==> config.mk <==
export PLATFORM = sky130hd
export DESIGN_NAME = alu_arbiter
export DESIGN_NICKNAME = d
export VERILOG_FILES = /design/src/rtl/alu_pkg.sv /design/src/rtl/alu.sv /design/src/rtl/rr_pick2.sv /design/src/rtl/alu_arbiter.sv
export SDC_FILE = /design/constraint.sdc
export NUM_CORES = 1
export LEC_CHECK = 0
export ABC_AREA = 1
export CAP_MARGIN = 15
export CORE_ASPECT_RATIO = 0.6
export CORE_UTILIZATION = 45
export CTS_BUF_LIST = sky130_fd_sc_hd__clkbuf_8 sky130_fd_sc_hd__clkbuf_16
export DETAILED_ROUTE_END_ITERATION = 6
export DONT_BUFFER_PORTS = 1
export PLACE_DENSITY_LB_ADDON = 0.12
export RECOVER_POWER = 100
export SYNTH_ARGS = -nofsm -noshare
export SYNTH_HDL_FRONTEND = slang
export SYNTH_SLANG_ARGS = --single-unit
==> constraint.sdc <==
create_clock -name clk -period 2.3 [get_ports clk]
set_input_delay 0.46 -clock clk [delete_from_list [all_inputs] [get_ports clk]]
set_output_delay 0.46 -clock clk [all_outputs]
set_load 0.05 [all_outputs]
Run 1, cell area per tile:
The die is cut into 17 by 10 equal tiles; black is low, pale yellow is high, 0 to 100% covered.
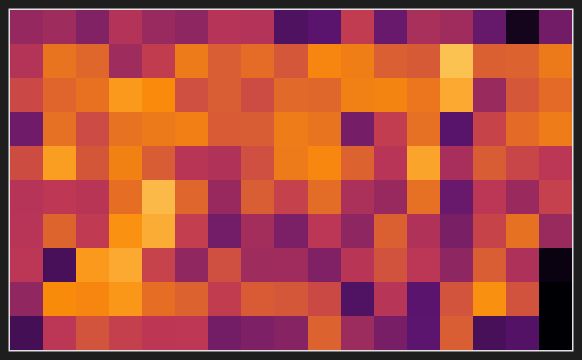
1.2% of the tiles are nearly empty. The fullest tile reaches 87%. The densest ninth of the die: left middle.
Core Util, Final: 0.583
Core Box Area: 15700 sq um

Run 1, placement by cell class:
Scale bar: 50 microns. Fill, decap, tap and diode cells in gray.
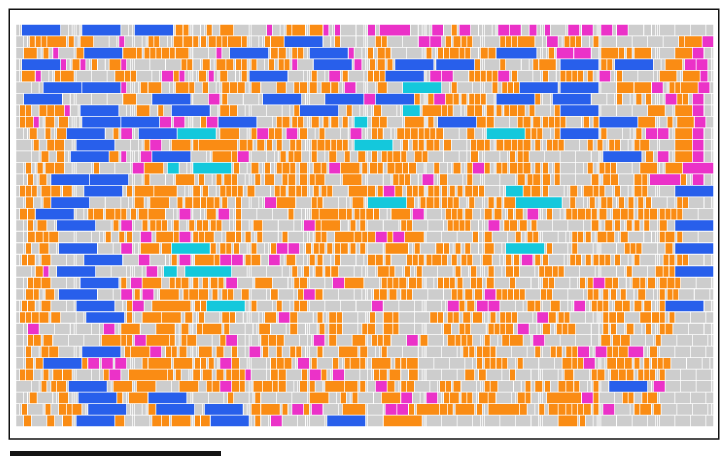
Orange stands for combinational and other logic, cells 1120. Magenta stands for remaining buffers and delay cells, cells 155. Blue stands for sequential cells, cells 73. Cyan stands for clock drivers and dummy loads, cells 16.
Rows: 35
Design Area, Final: 9170 sq um

Run 1, routed metal, one color a layer:
Scale bar: 50 microns. Only two layers are drawn.
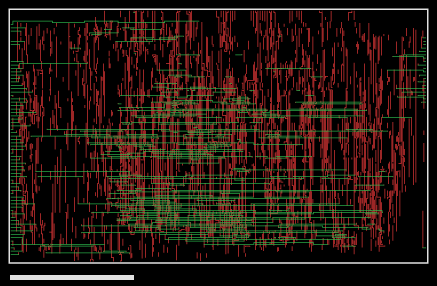
Red stands for metal 2, wire length 10900 microns. Green stands for metal 3, wire length 4520 microns.
detailed-route via count: 8703
GRT Util Overall: 0.369
wire length per cell: 19.5 microns

==> job_summary.md, run 1 <==
### Metrics collected by this job

| Metric | Value |
|---|---|
| Status | finished clean |
| Slew @ Worst Pin | 1050 ps |
| Finished Layout Cells | roughly 1.6k |
| Yosys stat chip area | roughly 7400 sq um |
| XORs/XNORs by Area | 0.0178 |
| Cycle use final | 0.967 |
| Critical path cell sequence | inv_2 > buf_4 > nand2_1 > nor2_2 > buf_4 > o21ai_0 > o21ai_0 > nor3_1 > clkbuf_1 > nand4_1 > nand2_1 > nand2_1 |
| Number of buffers created by CTS | 9 |
| Seq share, synth | 0.247 |
| Placed cell areas | 8800 sq um |
| Setup Viol. Count Final | 0 |
| Clock group share of total power | 0.097 |
| Vias in the first global route | 7859 |
| Worst path max stage delay | 490 ps |
| Pin count of the biggest net entering global routing | 74 |
| Min Clock Period, post-route | between 2000 and 2500 ps |
| # Cells Yosys | roughly 1.2k |
| Critical Path RT | 2540 ps |
| Mapped Cells | about 1.2k |
| FMAX | around 0.45 GHz |
| Delay-heaviest family, CP | simple AND/OR/NAND/NOR gates |
| Setup TNS | 0 ps |
| Reg2Reg Setup Slack | ~75 ps |
| Clock network power consumption | between 1.5 and 2 mW |
| Top cell area share | 0.244 |
| Synthesized area | about 7400 sq um |
| Register bit count reported by yosys | ~73 |
| Top power group | combinational cells |
| Ys async rst share | 1.00 |
| Area Growth Syn to Fin | 24.0% |
| Top post-synthesis cells by area | dfrtp_1, nand2_1, nor2_1 |
| Cell Type Count | 37 |
| Avg Cell Area, Syn | approximately 6.0 sq um |
| NumNets Final | around 1.5k |
| P_seq | approximately 2.3 mW |
| Startpoint Class | flip-flop |
| Ys Warns | 0 |
| Clk sinks | 73 |
| Placed Instances | 1547 |
| Initial antenna violation count | 1 |
| Crit path arrival time | about 2500 ps |
| Placed wire-length estimate | approximately 25000 microns |
| I/O Buffers | 0 |
| WHS Path Cells | 2 |
| Internal power | between 7 and 8 mW |
| CP Max Fanout | 10 |
| WHS | 251 ps |
| Combinational share of power | 0.767 |
run 1: metal layers:
metal	track usage	up-vias	wire length [microns]
li1	-	4207	-
met1	0.559	3941	14700
met2	0.477	519	10900
met3	0.152	36	4520
met4	0.0656	0	470
met5	0	-	0
run 1: area by class of cell:
type / instances / area (sq um)
multi-input combinational: 955 / 5010
clock buffer: 9 / 225
clock inverter: 7 / 108
fill: 1621 / 6550
sequential: 73 / 1830
inverter: 165 / 622
tap: 203 / 254
timing repair buffer: 155 / 1120
run 1: stage by stage:
step | power [mW] | setup slack [ps]
2_1_floorplan | 9.67 | -25.5
5_1_grt | 18.0 | -8.83
3_3_place_gp | 14.3 | 93.0
6_report | 16.8 | 75.3
3_5_place_dp | 14.4 | 123
4_1_cts | 16.1 | 26.7
Run 1, where the registers sit:
Scale bar: 50 microns. Other sequential cells in the stronger gray, the rest of the logic in the fainter gray.
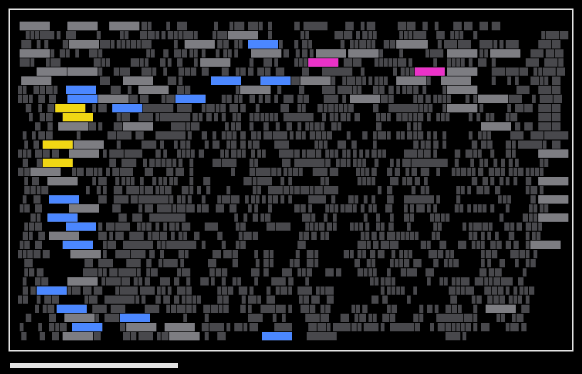

==> run 2: changes to the inputs <==
DONT_BUFFER_PORTS = unset   (was 1)
Run 2, where the registers sit:
Scale bar: 50 microns. Other sequential cells in the stronger gray, the rest of the logic in the fainter gray.
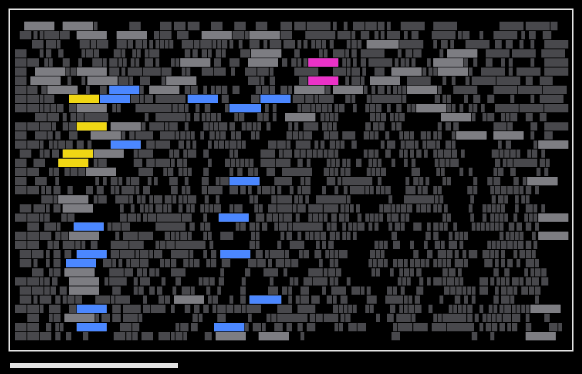
Blue stands for r_op_a, sequential cells 16. Yellow stands for r_op_func, sequential cells 4. Magenta stands for r_state, sequential cells 2.
Another 51 sequential cells are not colored.
Core Util, Final: 0.653
flop share of the area: 0.178
Register Area: 1830 sq um

Run 2, track usage over the die:
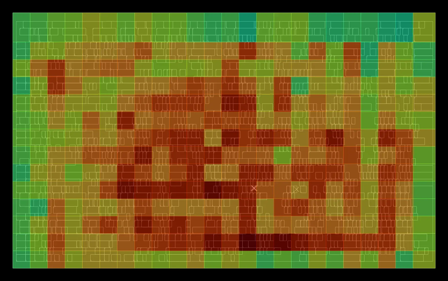
GR Util met2: 0.488
wire length per cell: 19.1 microns
GR Layer Usage met3: 0.157
GRT Util Overall: 0.372

==> job_summary.md, run 2 <==
### Metrics collected by this job

| Metric | Value |
|---|---|
| Crit path arrival time | 2600 ps (+140 ps) |
| # fillers | 1440 (-11%) |
| Initial antenna violation count | 0 (-1) |
| Cycle use final | 1.00 (+0.0348) |
| Top cell area share | 0.244 (unchanged) |
| Pin count of the biggest net entering global routing | 74 (unchanged) |
| Max Slew Vio Count | 74 |
| Top post-synthesis cells by area | dfrtp_1, nand2_1, nor2_1 |
| Ys Warns | 0 (unchanged) |
| Critical Path RT | 2590 ps (+50 ps) |
| Met2 Wirelength | 11400 microns (+4.8%) |
| Failing checks | DRC, capacitance limit, slew limit, setup timing |
| Met1 WL | 14200 microns (-2.8%) |
| Placed cell areas | 10100 sq um (+14%) |
| Area Growth Syn to Fin | 38.8% |
| I/O Buffers | 132 (+132) |
| # Cells Yosys | 1229 (unchanged) |
| WHS Path Cells | 2 (unchanged) |
| Critical path cell sequence | inv_2 > nand2_1 > nor2_1 > clkbuf_2 > nand2_1 > o21ai_1 > nor2_1 > nand3b_1 > nor2_1 > nand3_1 > nand2_1 > nand2_1 |
| Yosys stat chip area | 7400 sq um (unchanged) |
| CP Max Fanout | 6 (-4) |
| Mapped Cells | 1229 (unchanged) |
| Design Area, Final | 10300 sq um (+12%) |
| Reg2Reg Setup Slack | -5 ps (-80 ps) |
| Worst path max stage delay | 520 ps (+30 ps) |
| Metal3 WL | 5020 microns (+11%) |
| Combinational share of power | 0.771 (+0.004) |
| Met1 Resource Use GR | 0.545 (-0.0141) |
| Slew @ Worst Pin | 1660 ps (+613 ps) |
| Max layer used | met5 |
| Number of buffers created by CTS | 9 (unchanged) |
| Setup Viol. Count Final | 1 (+1) |
| Status | complete, but fails checks |
| FMAX | 0.434 GHz (-3.5%) |
| Detailed-route via count | 9258 (+6.4%) |
| Clock group share of total power | 0.090 (-0.007) |
| Register bit count reported by yosys | 73 (unchanged) |
| NumNets Final | 1567 (+4.9%) |
| Logic area | 4910 sq um (-2.1%) |
| Startpoint Class | flip-flop |
| P_seq | 2.33 mW (+2%) |
| Setup ws final | -4.66 ps (-79.9 ps) |
| Vias in the first global route | 8264 (+5.2%) |
| Delay-heaviest family, CP | simple AND/OR/NAND/NOR gates |
| DRC | 6 |
| MaxCap Viol Count | 1 |
| Clk sinks | 73 (unchanged) |
| Placed wire-length estimate | 25500 microns (+2.5%) |
| Top power group | combinational cells |
## run 2: cell counts after synthesis
Identical to the previous run, type by type.
## run 2: layout make-up
type                            instances  share of cell area
Multi-Input combinational cell        955               0.478
Timing Repair Buffer                  228               0.229
Sequential cell                        73               0.178
Inverter                              165              0.0603
Tap cell                              203              0.0247
Clock buffer                            9              0.0219
Clock inverter                          7             0.00804
## run 2: per-stage QoR
| stage | hold slack, ps | setup TNS, ps |
|---|---|---|
| after floorplan | 164 | -253 |
| after global placement | 463 | 0 |
| after detailed placement | 467 | 0 |
| after CTS | 208 | -7.17 |
| after global routing | 500 | -80.7 |
| final | 479 | -4.66 |
## run 2: kinds of logic after synthesis
kind of cell,share of synthesized area
buf+inv,0.109
simple gates,0.379
xor+xnor,0.0178
compound gates,0.149
fa+ha+maj,0.0984
flops,0.247
Power and IR drop assume default switching activity.
